$ cat src/rtl/uart_pkg.sv
// Shared UART definitions: receiver state encoding, default frame geometry,
// and the baud-rate select codes understood by baud_gen_rx.
package uart_pkg;

  localparam int DEF_DATA_BITS  = 8;
  localparam int DEF_OVERSAMPLE = 16;

  localparam logic [1:0] BAUD_9600   = 2'b00;
  localparam logic [1:0] BAUD_19200  = 2'b01;
  localparam logic [1:0] BAUD_57600  = 2'b10;
  localparam logic [1:0] BAUD_115200 = 2'b11;

  typedef enum logic [2:0] {
    RX_IDLE   = 3'd0,
    RX_START  = 3'd1,
    RX_DATA   = 3'd2,
    RX_PARITY = 3'd3,
    RX_STOP   = 3'd4,
    RX_BREAK  = 3'd5
  } rx_state_t;

  // Total ones over data plus parity bit must match the selected sense.
  function automatic logic parity_mismatch(input logic data_xor,
                                           input logic sample,
                                           input logic odd);
    return (data_xor ^ sample) != odd;
  endfunction

endpackage

$ cat src/rtl/sync_2ff.sv
// Two-flop synchronizer for a single asynchronous bit, with a selectable
// reset value so idle-high lines come out of reset inactive.
module sync_2ff #(
  parameter logic RESET_VAL = 1'b0
) (
  input  logic clk,
  input  logic rst,
  input  logic d,
  output logic q
);

  logic meta_q, meta_d;
  logic sync_q, sync_d;

  always_comb begin
    meta_d = d;
    sync_d = meta_q;
  end

  always_ff @(posedge clk) begin
    if (rst) begin
      meta_q <= RESET_VAL;
      sync_q <= RESET_VAL;
    end else begin
      meta_q <= meta_d;
      sync_q <= sync_d;
    end
  end

  assign q = sync_q;

endmodule

$ cat src/rtl/uart_rx_ctrl.sv
// Oversampling UART receiver: start-bit qualification, LSB-first data,
// optional parity, stop/break handling and a single-entry output register.
module uart_rx_ctrl
  import uart_pkg::*;
#(
  parameter int DATA_BITS  = DEF_DATA_BITS,
  parameter int OVERSAMPLE = DEF_OVERSAMPLE
) (
  input  logic                 clk,
  input  logic                 rst,
  input  logic                 baud_tick,
  input  logic                 rx_in,
  input  logic                 parity_en,
  input  logic                 parity_odd,
  input  logic                 data_rd,
  output logic [DATA_BITS-1:0] data_out,
  output logic                 data_valid,
  output logic                 parity_err,
  output logic                 frame_err,
  output logic                 overrun,
  output logic                 busy,
  output logic [2:0]           state_dbg
);

  localparam int TW = $clog2(OVERSAMPLE);
  localparam int BW = $clog2(DATA_BITS);

  localparam logic [TW-1:0] TICK_MID  = TW'(OVERSAMPLE / 2 - 1);
  localparam logic [TW-1:0] TICK_LAST = TW'(OVERSAMPLE - 1);
  localparam logic [BW-1:0] BIT_LAST  = BW'(DATA_BITS - 1);

  localparam logic [2:0] S_IDLE   = RX_IDLE;
  localparam logic [2:0] S_START  = RX_START;
  localparam logic [2:0] S_DATA   = RX_DATA;
  localparam logic [2:0] S_PARITY = RX_PARITY;
  localparam logic [2:0] S_STOP   = RX_STOP;
  localparam logic [2:0] S_BREAK  = RX_BREAK;

  logic rxs;

  sync_2ff #(.RESET_VAL(1'b1)) u_sync (
    .clk (clk),
    .rst (rst),
    .d   (rx_in),
    .q   (rxs)
  );

  logic [2:0]           state_q, state_d;
  logic [TW-1:0]        tick_q, tick_d;
  logic [BW-1:0]        bit_q, bit_d;
  logic [DATA_BITS-1:0] shift_q, shift_d;
  logic                 par_en_q, par_en_d;
  logic                 par_odd_q, par_odd_d;
  logic                 par_bad_q, par_bad_d;
  logic [DATA_BITS-1:0] dout_q, dout_d;
  logic                 dv_q, dv_d;
  logic                 perr_q, perr_d;
  logic                 ferr_q, ferr_d;
  logic                 ovr_q, ovr_d;
  logic                 commit;

  // Frame FSM. Every sampling point is gated by baud_tick, so a stalled
  // tick stream freezes the receiver in place.
  always_comb begin
    state_d   = state_q;
    tick_d    = tick_q;
    bit_d     = bit_q;
    shift_d   = shift_q;
    par_en_d  = par_en_q;
    par_odd_d = par_odd_q;
    par_bad_d = par_bad_q;
    commit    = 1'b0;
    case (state_q)
      S_IDLE: begin
        if (!rxs) begin
          state_d   = S_START;
          tick_d    = '0;
          bit_d     = '0;
          par_en_d  = parity_en;
          par_odd_d = parity_odd;
          par_bad_d = 1'b0;
        end
      end
      S_START: begin
        if (baud_tick) begin
          if (tick_q == TICK_MID) begin
            tick_d  = '0;
            bit_d   = '0;
            state_d = rxs ? S_IDLE : S_DATA;
          end else begin
            tick_d = tick_q + 1'b1;
          end
        end
      end
      S_DATA: begin
        if (baud_tick) begin
          tick_d = tick_q + 1'b1;
          if (tick_q == TICK_LAST) begin
            shift_d = {rxs, shift_q[DATA_BITS-1:1]};
            if (bit_q == BIT_LAST) begin
              state_d = par_en_q ? S_PARITY : S_STOP;
            end else begin
              bit_d = bit_q + 1'b1;
            end
          end
        end
      end
      S_PARITY: begin
        if (baud_tick) begin
          tick_d = tick_q + 1'b1;
          if (tick_q == TICK_LAST) begin
            par_bad_d = parity_mismatch(^shift_q, rxs, par_odd_q);
            state_d   = S_STOP;
          end
        end
      end
      S_STOP: begin
        if (baud_tick) begin
          tick_d = tick_q + 1'b1;
          if (tick_q == TICK_LAST) begin
            commit  = 1'b1;
            state_d = rxs ? S_IDLE : S_BREAK;
          end
        end
      end
      S_BREAK: begin
        if (rxs) state_d = S_IDLE;
      end
      default: state_d = S_IDLE;
    endcase
  end

  // Output handshake: data_valid is a level that stays high until a
  // data_rd pulse is seen while it is high; a new frame landing on an
  // unread byte overwrites it and raises overrun unless that same cycle
  // also carries data_rd.
  always_comb begin
    dout_d = dout_q;
    dv_d   = dv_q;
    perr_d = perr_q;
    ferr_d = ferr_q;
    ovr_d  = ovr_q;
    if (commit) begin
      dout_d = shift_q;
      perr_d = par_en_q & par_bad_q;
      ferr_d = ~rxs;
      dv_d   = 1'b1;
      if (dv_q && !data_rd) ovr_d = 1'b1;
    end else if (data_rd && dv_q) begin
      dv_d  = 1'b0;
      ovr_d = 1'b0;
    end
  end

  always_ff @(posedge clk) begin
    if (rst) begin
      state_q   <= S_IDLE;
      tick_q    <= '0;
      bit_q     <= '0;
      shift_q   <= '0;
      par_en_q  <= 1'b0;
      par_odd_q <= 1'b0;
      par_bad_q <= 1'b0;
      dout_q    <= '0;
      dv_q      <= 1'b0;
      perr_q    <= 1'b0;
      ferr_q    <= 1'b0;
      ovr_q     <= 1'b0;
    end else begin
      state_q   <= state_d;
      tick_q    <= tick_d;
      bit_q     <= bit_d;
      shift_q   <= shift_d;
      par_en_q  <= par_en_d;
      par_odd_q <= par_odd_d;
      par_bad_q <= par_bad_d;
      dout_q    <= dout_d;
      dv_q      <= dv_d;
      perr_q    <= perr_d;
      ferr_q    <= ferr_d;
      ovr_q     <= ovr_d;
    end
  end

  assign data_out   = dout_q;
  assign data_valid = dv_q;
  assign parity_err = perr_q;
  assign frame_err  = ferr_q;
  assign overrun    = ovr_q;
  assign busy       = (state_q != S_IDLE);
  assign state_dbg  = state_q;

endmodule

$ cat config.mk
export PLATFORM = sky130hd
export DESIGN_NAME = uart_rx_ctrl
export DESIGN_NICKNAME = d
export VERILOG_FILES = /design/src/rtl/uart_pkg.sv /design/src/rtl/sync_2ff.sv /design/src/rtl/uart_rx_ctrl.sv
export SDC_FILE = /design/constraint.sdc
export NUM_CORES = 1
export LEC_CHECK = 0
export CORE_MARGIN = 5
export CORE_UTILIZATION = 40
export CTS_CLUSTER_DIAMETER = 80
export DETAILED_ROUTE_END_ITERATION = 10
export REMOVE_ABC_BUFFERS = 1
export SLEW_MARGIN = 5
export SYNTH_ARGS = -nofsm -noshare
export SYNTH_HDL_FRONTEND = slang
export SYNTH_HIERARCHICAL = 1
export SYNTH_SLANG_ARGS = --single-unit
$ cat constraint.sdc
create_clock -name clk -period 2.1 [get_ports clk]
set_input_delay 0.63 -clock clk [delete_from_list [all_inputs] [get_ports clk]]
set_output_delay 0.63 -clock clk [all_outputs]
set_load 0.05 [all_outputs]
**Run 1: supply network**

Scale bar: 20 µm. Pins as bars on the die edge. Tap cells in gray.
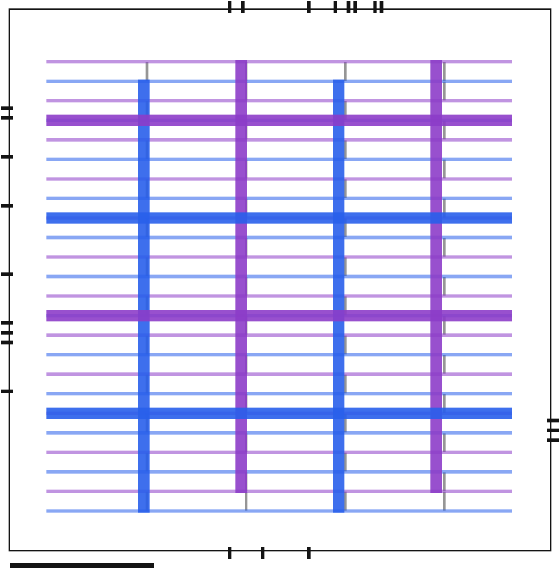
legend:
  purple:
    net: VDD
  blue:
    net: VSS
met4 straps: 4
rows: 23
tap cells: 50
met1 rails: 24
signal pins: 23
VDD IR max: 0.347 mV
core area: 4060 µm²
DIE HEIGHT: 75.2 µm
Die W: 75.2 µm

**Run 1: cells colored by class**

Scale bar: 20 µm.
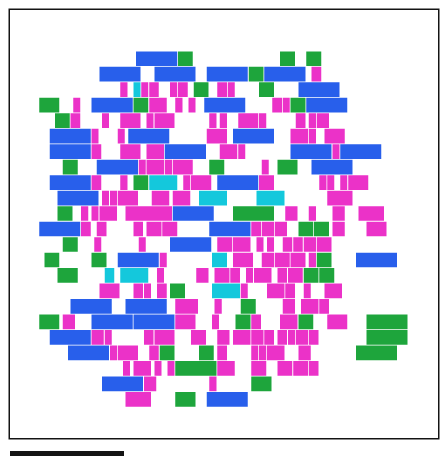
legend:
  magenta:
    class: combinational and other logic
    cells: 153
  green:
    class: remaining buffers and delay cells
    cells: 38
  cyan:
    class: clock drivers and dummy loads
    cells: 8
  blue:
    class: sequential cells
    cells: 35
final instance area: 2160 µm²
num rows: 23
fin util: 53.3%

==> flow_metrics.env, run 1 <==
# flow metrics
export IMPL_switchingPower_mw=0.304
export IMPL_initCoreUtil_pct=41.9
export IMPL_power_density_nw_per_um2=581
export IMPL_warnings=26
export IMPL_p_comb_mw=0.104
export IMPL_dp_hpwl_um=2870
export IMPL_ys_chip_area_um2=1700
export IMPL_viasPerCell=5.34
export IMPL_antenna_found_initial=0
export IMPL_grt_ovfl_total=0
export IMPL_synth_most_common_cell="dfxtp_1"
export IMPL_switching_share_pct=24.2
export IMPL_yosysWarnings=6
export IMPL_vias=1516
export IMPL_yosys_area_top_type="dfxtp_1"
export IMPL_status="complete, no violations"
export IMPL_edf_count=0
export IMPL_ys_seq_share_pct=41.2
export IMPL_clk_pin_slew_ns=0.07
export IMPL_path_class="in2reg"
export IMPL_grt_pass1_wl_um=6470
export IMPL_p_int_mw=0.952
export IMPL_setup_tns_ns=0
export IMPL_grt_pass1_vias=1427
export IMPL_clock_fmax_ghz=0.491
export IMPL_critPathBufInv=1
export IMPL_largest_class="multi-input combinational cells"
export IMPL_ioPinCount=23
export IMPL_hp_start="u_sync/meta_q"
export IMPL_cts_made_buffers=5
export IMPL_r2r_cells=5
export IMPL_first_pass_iters=4
export IMPL_drt_initial_drc_count=186
export IMPL_grt_usage_pct=14.8
export IMPL_gp_congestion=0.908
export IMPL_drive_gt1_share_pct=19.2
export IMPL_crit_chain="clkdlybuf4s50_1 -> nand4_1 -> nor4b_1 -> o21ba_2 -> mux2i_1 -> nor2_1"
export IMPL_r2r_end="tick_q[2]"
export IMPL_final_cell_mix="35 x dfxtp_1, 28 x nor2_1, 27 x buf_4, 21 x nand2_1, 16 x a21oi_1"
export IMPL_fin_skew_ns=0.00852
export IMPL_synth_cell_types=45
export IMPL_tap_cells=50
export IMPL_postCtsHoldBufs=0
export IMPL_ys_top_cells_by_area="dfxtp_1 41%, mux2i_1 7.7%, nor2_1 6.2%, a21oi_1 4.7%, nand2_1 4.6%"
export IMPL_numSequentialCells=35
export IMPL_critPathLaunchType="primary input"
**Run 1: clock wires, drivers and flops**

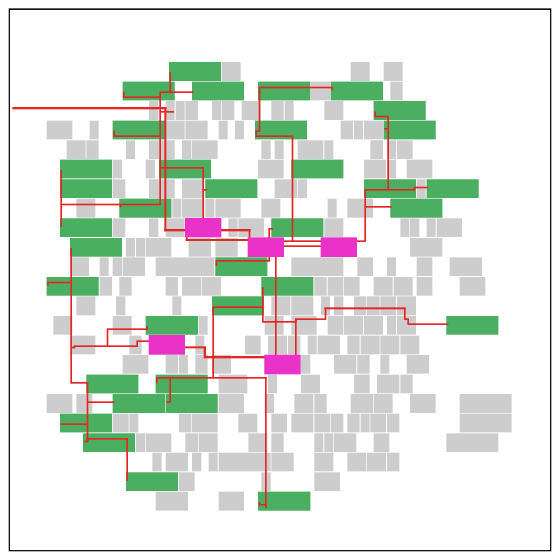
legend:
  magenta:
    item: clock drivers
    count: 5
  green:
    item: flip-flops
    count: 35
  red:
    item: clock wires
    length: 455 µm
routed clock nets: 6
clock group share of total power: 37.8%
Clock net power: 0.475 mW
Latency at later pin: 0.28 ns

==> run 1: logic make-up (layout without fill, tap and decap cells) <==
logic type | count (synthesis) | after routing | share of synthesized area [%]
compound gates | 43 | 43 | 16.4
xor+xnor | 10 | 10 | 5.96
fa+ha+maj | 3 | 3 | 2.21
buf+inv | 17 | 51 | 4.27
flops | 35 | 35 | 41.2
mux | 13 | 13 | 7.65
simple gates | 79 | 79 | 22.3
==> run 1: metal layers <==
layer	part of all wire [%]	track usage [%]	wire length, µm
met4	1.3	4.08	51
met2	47	23.6	1780
met5	0	0	0
met3	6.0	4.54	227
met1	46	19.5	1750
==> run 1: worst reg2reg max path, stage by stage (launching register included) <==
cell and delay (ns):
dfxtp_1 0.49, or3_4 0.49, a21oi_2 0.16, nor2_2 0.06, or4b_1 0.46, a21oi_1 0.14
==> run 1 -> run 2 <==
Settings changed: CTS_BUF_LIST set to sky130_fd_sc_hd__clkbuf_2 sky130_fd_sc_hd__clkbuf_4 sky130_fd_sc_hd__clkbuf_8, CTS_CLUSTER_SIZE set to 12.
**Run 2: clock wires, drivers and flops**

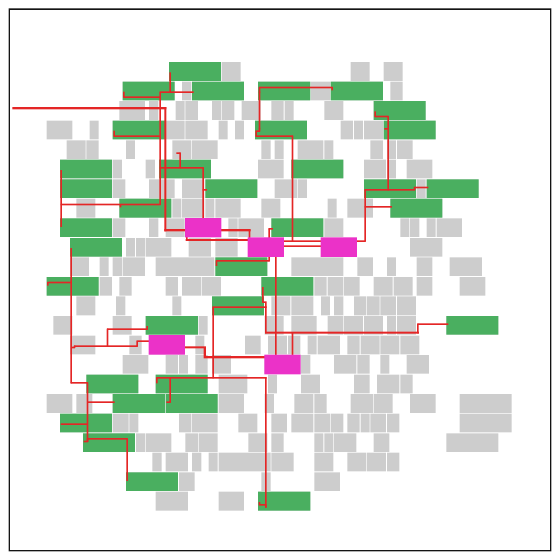
legend:
  green:
    item: flip-flops
    count: 35
  magenta:
    item: clock drivers
    count: 5
  red:
    item: clock wires
    length: 452 µm
routed clock nets: 6
Clock net power: 0.488 mW
clock skew: 0.00826 ns
clock group share of total power: 38.5%

**Run 2: supply network**

Scale bar: 20 µm. Pins as bars on the die edge. Tap cells in gray.
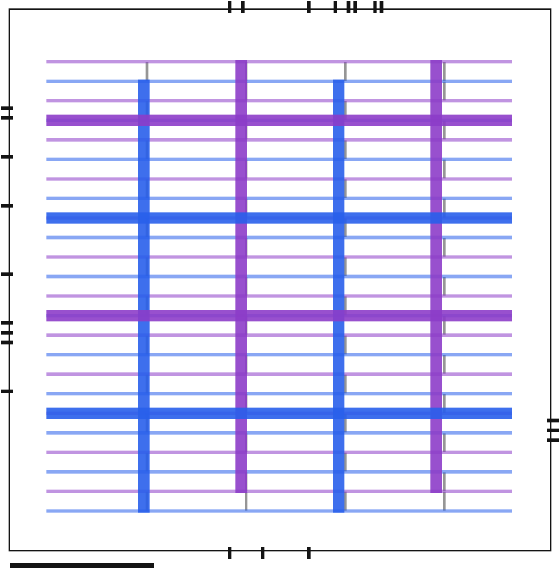
legend:
  purple:
    net: VDD
  blue:
    net: VSS
met5 straps: 4
tap cells: 50

==> run 2 against run 1 <==
Clock power increased by 3%. Fmax increased by 0.46%. Largest cell class unchanged. Final area increased by 0.17%. Register-to-register slack about the same. Wire length increased by 1.2%. Worst setup slack improved by 0.0094 ns. Sequential power about the same. Global-route usage increased by 0.16 points.
==> flow_metrics.env, run 2 <==
# flow metrics
export IMPL_ys_chip_area_um2=1700
export IMPL_clk_pin_slew_ns=0.07
export IMPL_mux_share_pct=7.65
export IMPL_viasPerCell=5.29
export IMPL_fin_util_pct=53.4
export IMPL_busiest_layer="met2"
export IMPL_dp_hpwl_um=2870
export IMPL_p_int_mw=0.965
export IMPL_r2r_cells=5
export IMPL_critPathBufInv=1
export IMPL_final_cell_mix="35 x dfxtp_1, 28 x nor2_1, 27 x buf_4, 21 x nand2_1, 16 x a21oi_1"
export IMPL_ff2ff_setup_slack_ns=0.24
export IMPL_die_width_um=75.2
export IMPL_topRoutingLayerUsed="met4"
export IMPL_grt_pass1_wl_um=6530
export IMPL_async_flop_share_pct=0
export IMPL_r2r_end="tick_q[2]"
export IMPL_p_leak_nw=0.829
export IMPL_wl_met2_um=1810
export IMPL_met1Wirelength_um=1770
export IMPL_switchingPower_mw=0.304
export IMPL_crit_required_ns=2.27
export IMPL_ys_top_cells_by_area="dfxtp_1 41%, mux2i_1 7.7%, nor2_1 6.2%, a21oi_1 4.7%, nand2_1 4.6%"
export IMPL_synth_cell_types=45
export IMPL_antenna_found_initial=0
export IMPL_status="complete, no violations"
export IMPL_gr_usage_met1_pct=19.5
export IMPL_initCoreUtil_pct=41.9
export IMPL_aoi_share_pct=16.4
export IMPL_gp_congestion=0.908
export IMPL_yosys_area_top_type="dfxtp_1"
export IMPL_ioPinCount=23
export IMPL_crit_chain="clkdlybuf4s50_1 -> nand4_1 -> nor4b_1 -> o21ba_2 -> mux2i_1 -> nor2_1"
export IMPL_grt_usage_pct=15.0
export IMPL_adder_share_pct=2.21
export IMPL_use_met2_pct=24.2
export IMPL_hold_violations=0
export IMPL_power_density_nw_per_um2=586
export IMPL_grt_pass1_vias=1448
export IMPL_synth_most_common_cell="dfxtp_1"
export IMPL_ys_seq_share_pct=41.2
export IMPL_p_comb_mw=0.104
export IMPL_fp_row_count=23
export IMPL_n_fill_cell=391
export IMPL_drive_gt1_share_pct=19.7
export IMPL_p_comb_share_pct=8.2
export IMPL_ir_drop_mv=0.347
export IMPL_insertion_delay_ns=0.28
export IMPL_first_pass_iters=4
export IMPL_cts_made_buffers=5
export IMPL_cp_depth=6
export IMPL_postCtsHoldBufs=0
export IMPL_grt_ovfl_total=0
export IMPL_drt_initial_drc_count=193
export IMPL_edf_count=0
export IMPL_topCombFamilyByArea="simple AND/OR/NAND/NOR gates"
export IMPL_hp_start="u_sync/meta_q"
export IMPL_synthSimpleGateAreaFrac_pct=22.3
export IMPL_fp_dieH_um=75.2
export IMPL_xor_area_share_pct=5.96
export IMPL_switching_share_pct=23.9
export IMPL_critPathLaunchType="primary input"
## run 2: cell counts after synthesis
No cell type changed its count.
## run 2: final cells by class
cell class	count	area share, %
clock buffer	6	3.52
clock inverter	2	0.578
inverter	5	0.867
multi-input combinational	148	43.0
sequential	35	32.4
tap	50	2.89
timing repair buffer	38	16.8
## run 2: stage by stage
| step | area [µm²] | power, mW | setup TNS, ns | hold WS [ns] |
|---|---|---|---|---|
| CTS | 2160 | 1.28 | 0 | 0.411 |
| global route | 2170 | 1.32 | -0.0124 | 0.429 |
| finish | 2170 | 1.27 | 0 | 0.409 |
| global placement | 2070 | 0.794 | -2.49 | 0.391 |
| floorplan | 1650 | 0.741 | -0.0917 | 0.383 |
| detailed placement | 2070 | 0.796 | -2.92 | 0.395 |
==> run 2 -> run 3 <==
Settings changed: CTS_BUF_LIST sky130_fd_sc_hd__clkbuf_2 sky130_fd_sc_hd__clkbuf_4 sky130_fd_sc_hd__clkbuf_8 to sky130_fd_sc_hd__clkbuf_8 sky130_fd_sc_hd__clkbuf_16, SETUP_SLACK_MARGIN set to 0.2.
**Run 3: cells colored by class**

Scale bar: 20 µm.
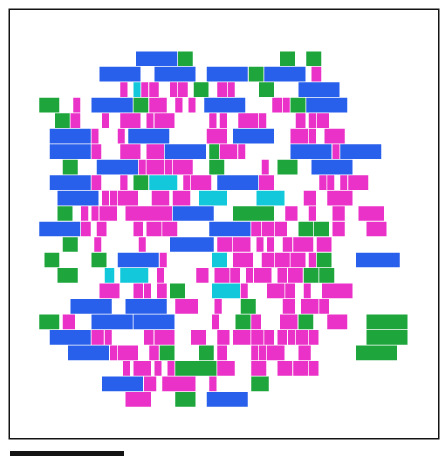
legend:
  cyan:
    class: clock drivers and dummy loads
    cells: 8
  blue:
    class: sequential cells
    cells: 35
  magenta:
    class: combinational and other logic
    cells: 153
  green:
    class: remaining buffers and delay cells
    cells: 39
flop share of the area: 32.2%
fin util: 53.9%
final instance area: 2190 µm²

**Run 3: track usage over the die**

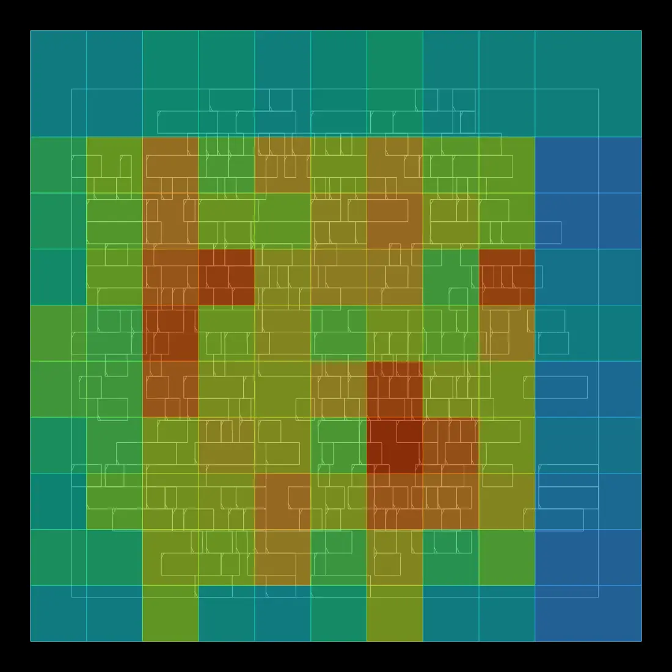
met1 GRT Util: 19.5%
GRT busiest layer: met2
met2 usage in global routing: 24.8%
met3 usage: 4.54%

==> run 3 against run 2 <==
Final area grew 0.92%. Sequential power is essentially flat. Non-clock buffer count grew 1. Total power shrank 1.2%. Critical path type is now reg2out. Largest cell class unchanged.
==> flow_metrics.env, run 3 <==
# flow metrics
export IMPL_fp_row_count=23
export IMPL_pg_clk_mw=0.472
export IMPL_ys_chip_area_um2=1700
export IMPL_adder_share_pct=2.21
export IMPL_route_met3_wl_um=206
export IMPL_synth_most_common_cell="dfxtp_1"
export IMPL_async_flop_share_pct=0
export IMPL_dp_hpwl_um=2870
export IMPL_clk_pin_slew_ns=0.08
export IMPL_p_leak_nw=0.841
export IMPL_switching_share_pct=24.5
export IMPL_edf_count=0
export IMPL_grt_pass1_vias=1447
export IMPL_cts_made_buffers=5
export IMPL_gp_congestion=0.908
export IMPL_topRoutingLayerUsed="met4"
export IMPL_core_area_um2=4060
export IMPL_yosysWarnings=6
export IMPL_r2r_cells=6
export IMPL_p_comb_share_pct=8.3
export IMPL_ir_drop_mv=0.347
export IMPL_cp_depth=2
export IMPL_aoi_share_pct=16.4
export IMPL_die_width_um=75.2
export IMPL_drt_initial_drc_count=154
export IMPL_path_class="reg2out"
export IMPL_p_comb_mw=0.104
export IMPL_initCoreUtil_pct=41.9
export IMPL_first_pass_iters=4
export IMPL_insertion_delay_ns=0.28
export IMPL_power_density_nw_per_um2=573
export IMPL_final_cell_mix="33 x dfxtp_1, 28 x nor2_1, 27 x buf_4, 21 x nand2_1, 16 x a21oi_1"
export IMPL_xor_area_share_pct=5.96
export IMPL_dpl_cell_area_um2=2070
export IMPL_grt_ovfl_total=0
export IMPL_clock_fmax_ghz=0.533
export IMPL_met1Wirelength_um=1810
export IMPL_synthSimpleGateAreaFrac_pct=22.3
export IMPL_status="complete, no violations"
export IMPL_postCtsHoldBufs=0
export IMPL_warnings=27
export IMPL_whs_ns=0.409
export IMPL_mux_share_pct=7.65
export IMPL_setup_tns_ns=0
export IMPL_r2r_end="state_dbg[0]"
export IMPL_ioPinCount=23
export IMPL_drive_gt1_share_pct=21.3
export IMPL_grt_pass1_wl_um=6610
export IMPL_hold_violations=0
export IMPL_wl_met2_um=1850
export IMPL_crit_required_ns=1.47
export IMPL_finalPower_mw=1.25
export IMPL_ff2ff_setup_slack_ns=0.33
export IMPL_fp_dieH_um=75.2
export IMPL_ys_top_cells_by_area="dfxtp_1 41%, mux2i_1 7.7%, nor2_1 6.2%, a21oi_1 4.7%, nand2_1 4.6%"
export IMPL_fin_skew_ns=0.00934
export IMPL_vias=1515
run 3: cell counts after synthesis:
Identical to the previous run, type by type.
run 3: worst min path at each step:
stage                  startpoint  cells after the start  endpoint
detailed placement  u_sync/meta_q                      1  u_sync/q
global route        u_sync/meta_q                      1  u_sync/q
CTS                 u_sync/meta_q                      1  u_sync/q
finish              u_sync/meta_q                      1  u_sync/q
floorplan           u_sync/meta_q                      1  u_sync/q
global placement    u_sync/meta_q                      1  u_sync/q
run 3: area by class of cell:
class | count | area (µm²) | area share [%]
clock buffers | 5 | 68.8 | 3.15
clock inverters | 3 | 16.3 | 0.744
inverters | 5 | 18.8 | 0.859
multi-input cells | 148 | 950 | 43.4
flip-flops and latches | 35 | 703 | 32.2
well taps | 50 | 62.6 | 2.86
repair buffers | 39 | 367 | 16.8
No activity file was given, so power comes from the tool's default toggle rates.
